**config.mk**
```make
export PLATFORM = sky130hd
export DESIGN_NAME = apb_cmd_master
export DESIGN_NICKNAME = d
export VERILOG_FILES = /design/src/rtl/apb_cmd_master.sv
export SDC_FILE = /design/constraint.sdc
export NUM_CORES = 1
export LEC_CHECK = 0
export CORE_MARGIN = 2
export CORE_UTILIZATION = 39
export CTS_BUF_LIST = sky130_fd_sc_hd__clkbuf_4
export DETAILED_ROUTE_END_ITERATION = 10
export MAX_ROUTING_LAYER = met4
export PLACE_DENSITY = 0.78
export SYNTH_ARGS = -nofsm -noshare
export SYNTH_HDL_FRONTEND = slang
export SYNTH_SLANG_ARGS = --single-unit
```
**constraint.sdc**
```tcl
create_clock -name pclk -period 1.5 [get_ports pclk]
set_input_delay 0.225 -clock pclk [delete_from_list [all_inputs] [get_ports pclk]]
set_output_delay 0.225 -clock pclk [all_outputs]
set_load 0.01 [all_outputs]
```
**src/rtl/apb_cmd_master.sv**
```systemverilog
// apb_cmd_master: single-outstanding command-to-APB initiator with a wait-state timeout
module apb_cmd_master #(
    parameter int TIMEOUT = 16
) (
    input  logic       pclk,
    input  logic       preset,
    input  logic       cmd_valid,
    output logic       cmd_ready,
    input  logic       cmd_write,
    input  logic [7:0] cmd_addr,
    input  logic [7:0] cmd_wdata,
    output logic       rsp_valid,
    output logic [7:0] rsp_rdata,
    output logic       rsp_err,
    output logic       busy,
    output logic       psel,
    output logic       penable,
    output logic       pwrite,
    output logic [7:0] paddr,
    output logic [7:0] pwdata,
    input  logic [7:0] prdata,
    input  logic       pready,
    input  logic       pslverr
);
    localparam logic [1:0] IDLE = 2'd0, SETUP = 2'd1, ACCESS = 2'd2;
    logic [1:0] r_state;
    logic [7:0] r_wait_cnt;
    logic       w_done, w_abort, w_accept;
    assign w_done    = (r_state == ACCESS) && pready;
    assign w_abort   = (TIMEOUT != 0) && (r_state == ACCESS) && !pready && (r_wait_cnt == 8'(TIMEOUT - 1));
    // held low during reset so the first accept can only happen after reset deasserts
    assign cmd_ready = !preset && ((r_state == IDLE) || w_done);
    assign w_accept  = cmd_valid && cmd_ready;
    assign psel      = r_state != IDLE;
    assign busy      = r_state != IDLE;
    assign penable   = r_state == ACCESS;
    always_ff @(posedge pclk) begin
        if (preset) begin
            r_state    <= IDLE;
            r_wait_cnt <= '0;
            pwrite     <= 1'b0;
            paddr      <= '0;
            pwdata     <= '0;
            rsp_valid  <= 1'b0;
            rsp_rdata  <= '0;
            rsp_err    <= 1'b0;
        end else begin
            r_state    <= w_accept ? SETUP : (r_state == SETUP) ? ACCESS : (w_done || w_abort) ? IDLE : r_state;
            r_wait_cnt <= w_accept ? 8'd0 : (r_state == ACCESS && !pready) ? r_wait_cnt + 8'd1 : r_wait_cnt;
            pwrite     <= w_accept ? cmd_write : pwrite;
            paddr      <= w_accept ? cmd_addr : paddr;
            pwdata     <= w_accept ? (cmd_write ? cmd_wdata : 8'd0) : pwdata;
            rsp_valid  <= w_done || w_abort;
            rsp_rdata  <= (w_done && !pwrite) ? prdata : 8'd0;
            rsp_err    <= w_done ? pslverr : w_abort;
        end
    end
endmodule

```
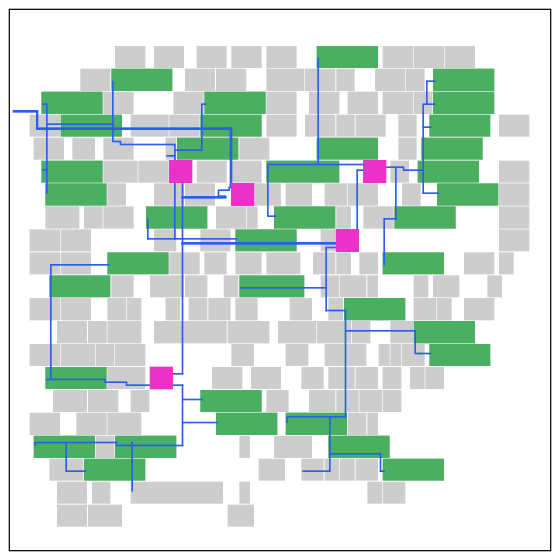
Run 1: clock distribution
Key: green = flip-flops [count 37]; magenta = cells driving clock nets [count 5]; blue = clock wires [length 398 µm]
Position of the flops: widely spread.

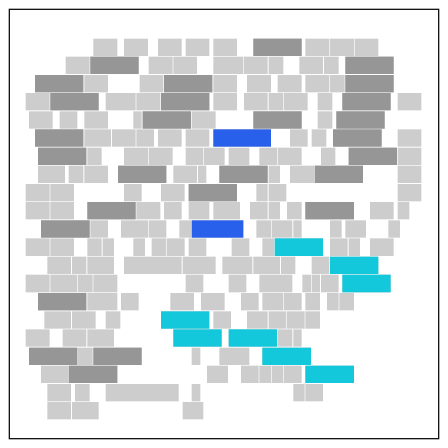
Run 1: sequential cells grouped by signal name
Other sequential cells in the stronger grey, the rest of the logic in the fainter grey.
Key: blue = r_state [flops 2]; cyan = r_wait_cnt [flops 8]

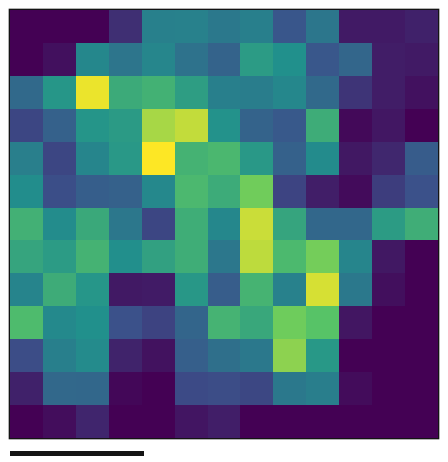
Run 1: wire density map
Bar = 20 µm. 13 x 13 tiles, from dark purple (low) to yellow (high), scaled to the fullest tile. Values are wire area over tile area, all layers added.
28% of the tiles are over half the peak. 15% of the tiles are nearly empty. The mean over all tiles is 0.13. The fullest tile reaches 0.37. The emptiest ninth of the die: south-east. The densest ninth of the die: centre.

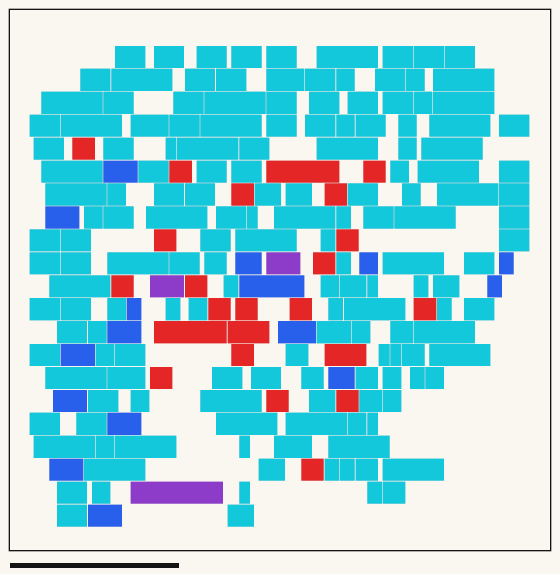
Run 1: cells by drive strength
Bar = 20 µm.
Key: purple = drive 6 and up [cells 3, share 1.5%]; cyan = drive 1 or less [cells 160, share 79%]; blue = drive 2 [cells 16, share 7.9%]; red = drive 3 to 4 [cells 23, share 11%]

==> impl_results.rst, run 1 <==
Physical design figures
=======================

.. list-table::
   :header-rows: 1

   * - Metric
     - Value
   * - Run status
     - finished, final reports clean
   * - Setup violators final
     - 0
   * - Final min period
     - ~1500 ps
   * - Top-Level Pins
     - approximately 61
   * - WHS Path Cells
     - 2
   * - Reg2reg start
     - r_state[0]$_SDFFE_PP0P_
   * - Antenna diode instance count
     - 0
   * - Number of distinct library cells after synthesis
     - 40
   * - Synthesis-to-finish area growth
     - 58.3%
   * - Sequential cell power
     - roughly 1.0 mW
   * - Synthesis area per yosys
     - 1410 µm²
   * - Fraction of synthesized area in multiplexers
     - approximately 7.1%
   * - Number of rows created at floorplan
     - 21
   * - Total routed wire length on the met1 layer
     - 1420 µm
   * - TritonCTS Sinks
     - 37
   * - Hold violation total from the final report
     - 0
   * - Pin count of the biggest net entering global routing
     - 13
   * - Share of cell area taken by flip-flops and latches
     - approximately a third
   * - Cell area after layout
     - 2230 µm²
   * - Total Power
     - 2.02 mW
   * - HPWL Detailed
     - about 2600 µm
   * - Top FF cell, synth
     - dfxtp_1
   * - Routing usage on met3
     - under 10%
   * - DR vias
     - ~1,200
   * - Core utilization at floorplan
     - around two fifths
   * - Beginning of the critical path
     - paddr[5]$_SDFFE_PP0P_
   * - Warnings, synthesis
     - 0
   * - Area share of and/or/nand/nor cells after synthesis
     - between 20 and 25%
   * - Proportion of cell area occupied by multi-input gates
     - about 28%
   * - Finished Layout Cells
     - around 250
   * - Initial antenna violation count
     - 0
   * - Slowest stage cell on the critical path
     - clkdlybuf4s50_1
   * - Synthesized flop and latch total
     - 37
   * - Routed wire length on met2
     - ~1800 µm
   * - Number of buffers added to fix hold violations after cts
     - 0
   * - Clock group
     - roughly 0.67 mW
   * - Flip-flops with a built-in enable
     - 0
   * - Reg-to-reg setup timing slack
     - about 60 ps
   * - Worst slew margin
     - 77.9%
   * - Synth async-reset ratio
     - 0%
   * - Gate Area
     - between 600 and 700 µm²
   * - Share of power burned in combinational logic
     - 15.3%
   * - Clkbuf count
     - 5
   * - Synthesized-area fraction occupied by adder cells
     - less than 1%
   * - Via count of the first global-routing pass
     - 1,254
   * - Crit path buffers/inverters
     - 1
   * - Power per unit of standard cell area
     - between 900 and 1000 nW/µm²
   * - Share of final-layout standard cells stronger than drive strength 1
     - between 20% and 30%
   * - Setup skew after layout
     - approximately 8.1 ps
   * - CP Depth
     - 1
   * - Most numerous logic cell after layout
     - clkdlybuf4s50_1
   * - Last element of the critical path
     - paddr[5]
   * - Pint
     - approximately 1.6 mW
   * - First-pass GRT wire length
     - 5400 µm
   * - Post-synthesis sequential area ratio
     - a little over half
   * - Synth Area per Inst
     - ~11 µm²
==> run 2, diff against run 1 <==
--- a/config.mk
+++ b/config.mk
@@ -9,6 +9,7 @@
 export CORE_UTILIZATION = 39
 export CTS_BUF_LIST = sky130_fd_sc_hd__clkbuf_4
 export DETAILED_ROUTE_END_ITERATION = 10
+export HOLD_SLACK_MARGIN = 0.12
 export MAX_ROUTING_LAYER = met4
 export PLACE_DENSITY = 0.78
 export SYNTH_ARGS = -nofsm -noshare
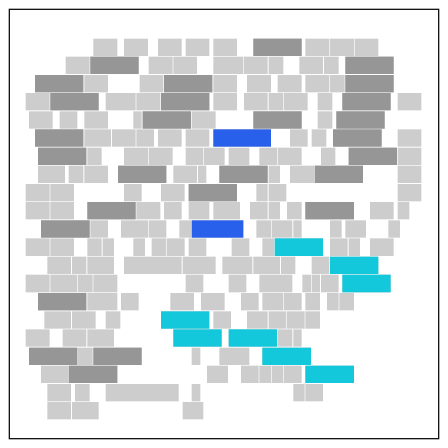
Run 2: sequential cells grouped by signal name
Other sequential cells in the stronger grey, the rest of the logic in the fainter grey.
Key: cyan = r_wait_cnt [flops 8]; blue = r_state [flops 2]

==> run 2 against run 1 <==
Against the previous run: critical path depth unchanged; fmax did not move; clock power about the same; area after synthesis stayed put; critical endpoint unchanged; largest power group unchanged; highest routed layer unchanged.
==> impl_results.rst, run 2 <==
Physical design figures
=======================

.. list-table::
   :header-rows: 1

   * - Metric
     - Value
   * - Final wirelength
     - 3340 µm
   * - Number of maximum-capacitance constraint violations
     - 0
   * - Area share of and/or/nand/nor cells after synthesis
     - 22.0% (unchanged)
   * - Cell leakage power
     - 0.895 nW
   * - Launch instance of the worst min-delay path
     - prdata[4]
   * - Hold slack
     - 444 ps
   * - Number of non-clock buffers in the layout
     - between 70 and 80
   * - Most numerous logic cell after layout
     - clkdlybuf4s50_1
   * - Proportion of cell area occupied by multi-input gates
     - 28.3% (unchanged)
   * - Pin count of the biggest net entering global routing
     - 13 (unchanged)
   * - Power per unit of standard cell area
     - 906 nW/µm² (unchanged)
   * - Worst slew margin
     - 77.9% (unchanged)
   * - Synthesis area per yosys
     - 1410 µm² (unchanged)
   * - DR vias
     - 1,232 (unchanged)
   * - Post-synthesis sequential area ratio
     - 52.7% (unchanged)
   * - Beginning of the critical path
     - paddr[5]$_SDFFE_PP0P_
   * - Reg-to-reg setup timing slack
     - 60 ps (about the same)
   * - Synthesis-to-finish area growth
     - 58.3% (unchanged)
   * - Core utilization at floorplan
     - 41.5% (unchanged)
   * - Worst Setup Path Type
     - flip-flop to primary output
   * - Upper clock frequency limit
     - 685 MHz
   * - Top FF cell, synth
     - dfxtp_1
   * - Comb pwr
     - approximately 0.31 mW
   * - Total Power
     - 2.02 mW (unchanged)
   * - Total routed wire length on the met1 layer
     - 1420 µm (unchanged)
   * - Number of distinct library cells after synthesis
     - 40 (unchanged)
   * - Clkbuf count
     - 5 (unchanged)
   * - First-pass GRT wire length
     - 5400 µm (unchanged)
   * - Type of the tightest min-delay check
     - primary input to flip-flop
   * - Uppermost layer routed
     - met4
   * - Via density
     - slightly below 5
   * - Synth async-reset ratio
     - 0% (unchanged)
   * - Gate Area
     - 631 µm² (unchanged)
   * - Global-route track usage on met2
     - between 20% and 30%
   * - Routed wire length on met2
     - 1760 µm (unchanged)
   * - Number of buffers added to fix hold violations after cts
     - 0 (unchanged)
   * - Setup violators final
     - 0 (unchanged)
   * - WHS Path Cells
     - 2 (unchanged)
   * - Share of power burned in combinational logic
     - 15.3% (about the same)
   * - Last element of the critical path
     - paddr[5]
   * - Warnings, synthesis
     - 0 (unchanged)
   * - Routing usage on met3
     - 4.40% (unchanged)
   * - Clock group
     - 0.669 mW (about the same)
   * - Destination of the worst register-to-register timing path
     - paddr[4]$_SDFFE_PP0P_
   * - Number of rows created at floorplan
     - 21 (unchanged)
   * - Synthesized flop and latch total
     - 37 (unchanged)
   * - Synth Area per Inst
     - 11.3 µm² (unchanged)
   * - Crit path buffers/inverters
     - 1 (unchanged)
   * - Met1 track utilization from global routing
     - approximately a fifth
   * - HPWL Detailed
     - 2610 µm (unchanged)
   * - Share of cell area taken by flip-flops and latches
     - 33.5% (unchanged)
   * - Flip-flops with a built-in enable
     - 0 (unchanged)
   * - CP Depth
     - 1 (unchanged)
   * - Initial antenna violation count
     - 0 (unchanged)
   * - Cell area after layout
     - 2230 µm² (unchanged)
   * - TritonCTS Sinks
     - 37 (unchanged)
   * - Hold violation total from the final report
     - 0 (unchanged)
   * - Top-Level Pins
     - 61 (unchanged)
   * - Tool Warnings
     - 28
   * - Max H-tree Level
     - 2
   * - Antenna diode instance count
     - 0 (unchanged)
   * - Pint
     - 1.56 mW (unchanged)
   * - Sequential cell power
     - 1.04 mW (about the same)
   * - Share of final-layout standard cells stronger than drive strength 1
     - 20.8% (unchanged)
   * - Run status
     - finished, final reports clean
   * - Final min period
     - 1460 ps (unchanged)
   * - Via count of the first global-routing pass
     - 1,254 (unchanged)
   * - Detailed-routed wire length on met3
     - between 100 and 150 µm
   * - Synthesized-area fraction occupied by adder cells
     - 0.890% (unchanged)
   * - Reg2reg start
     - r_state[0]$_SDFFE_PP0P_
   * - Fraction of synthesized area in multiplexers
     - 7.12% (unchanged)
   * - Slowest stage cell on the critical path
     - clkdlybuf4s50_1
   * - Iteration tally of the first detailed-router pass
     - 4
   * - Finished Layout Cells
     - 248 (unchanged)
   * - Setup skew after layout
     - 8.15 ps (unchanged)
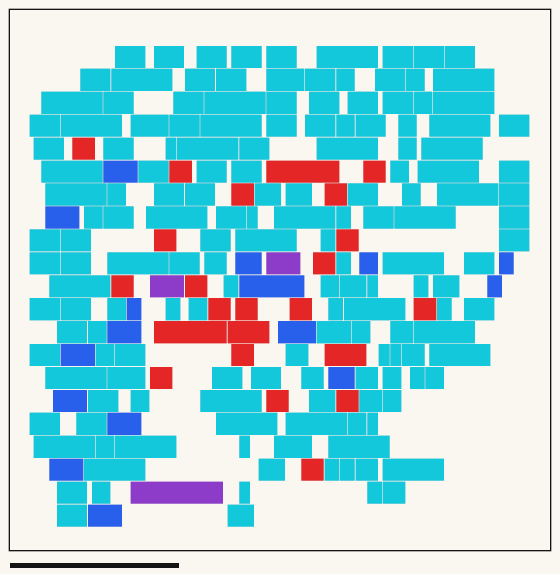
Run 2: cells by drive strength
Bar = 20 µm.
Key: red = drive 3 to 4 [cells 23, share 11%]; purple = drive 6 and up [cells 3, share 1.5%]; blue = drive 2 [cells 16, share 7.9%]; cyan = drive 1 or less [cells 160, share 79%]

No activity file was given, so power comes from the tool's default toggle rates.
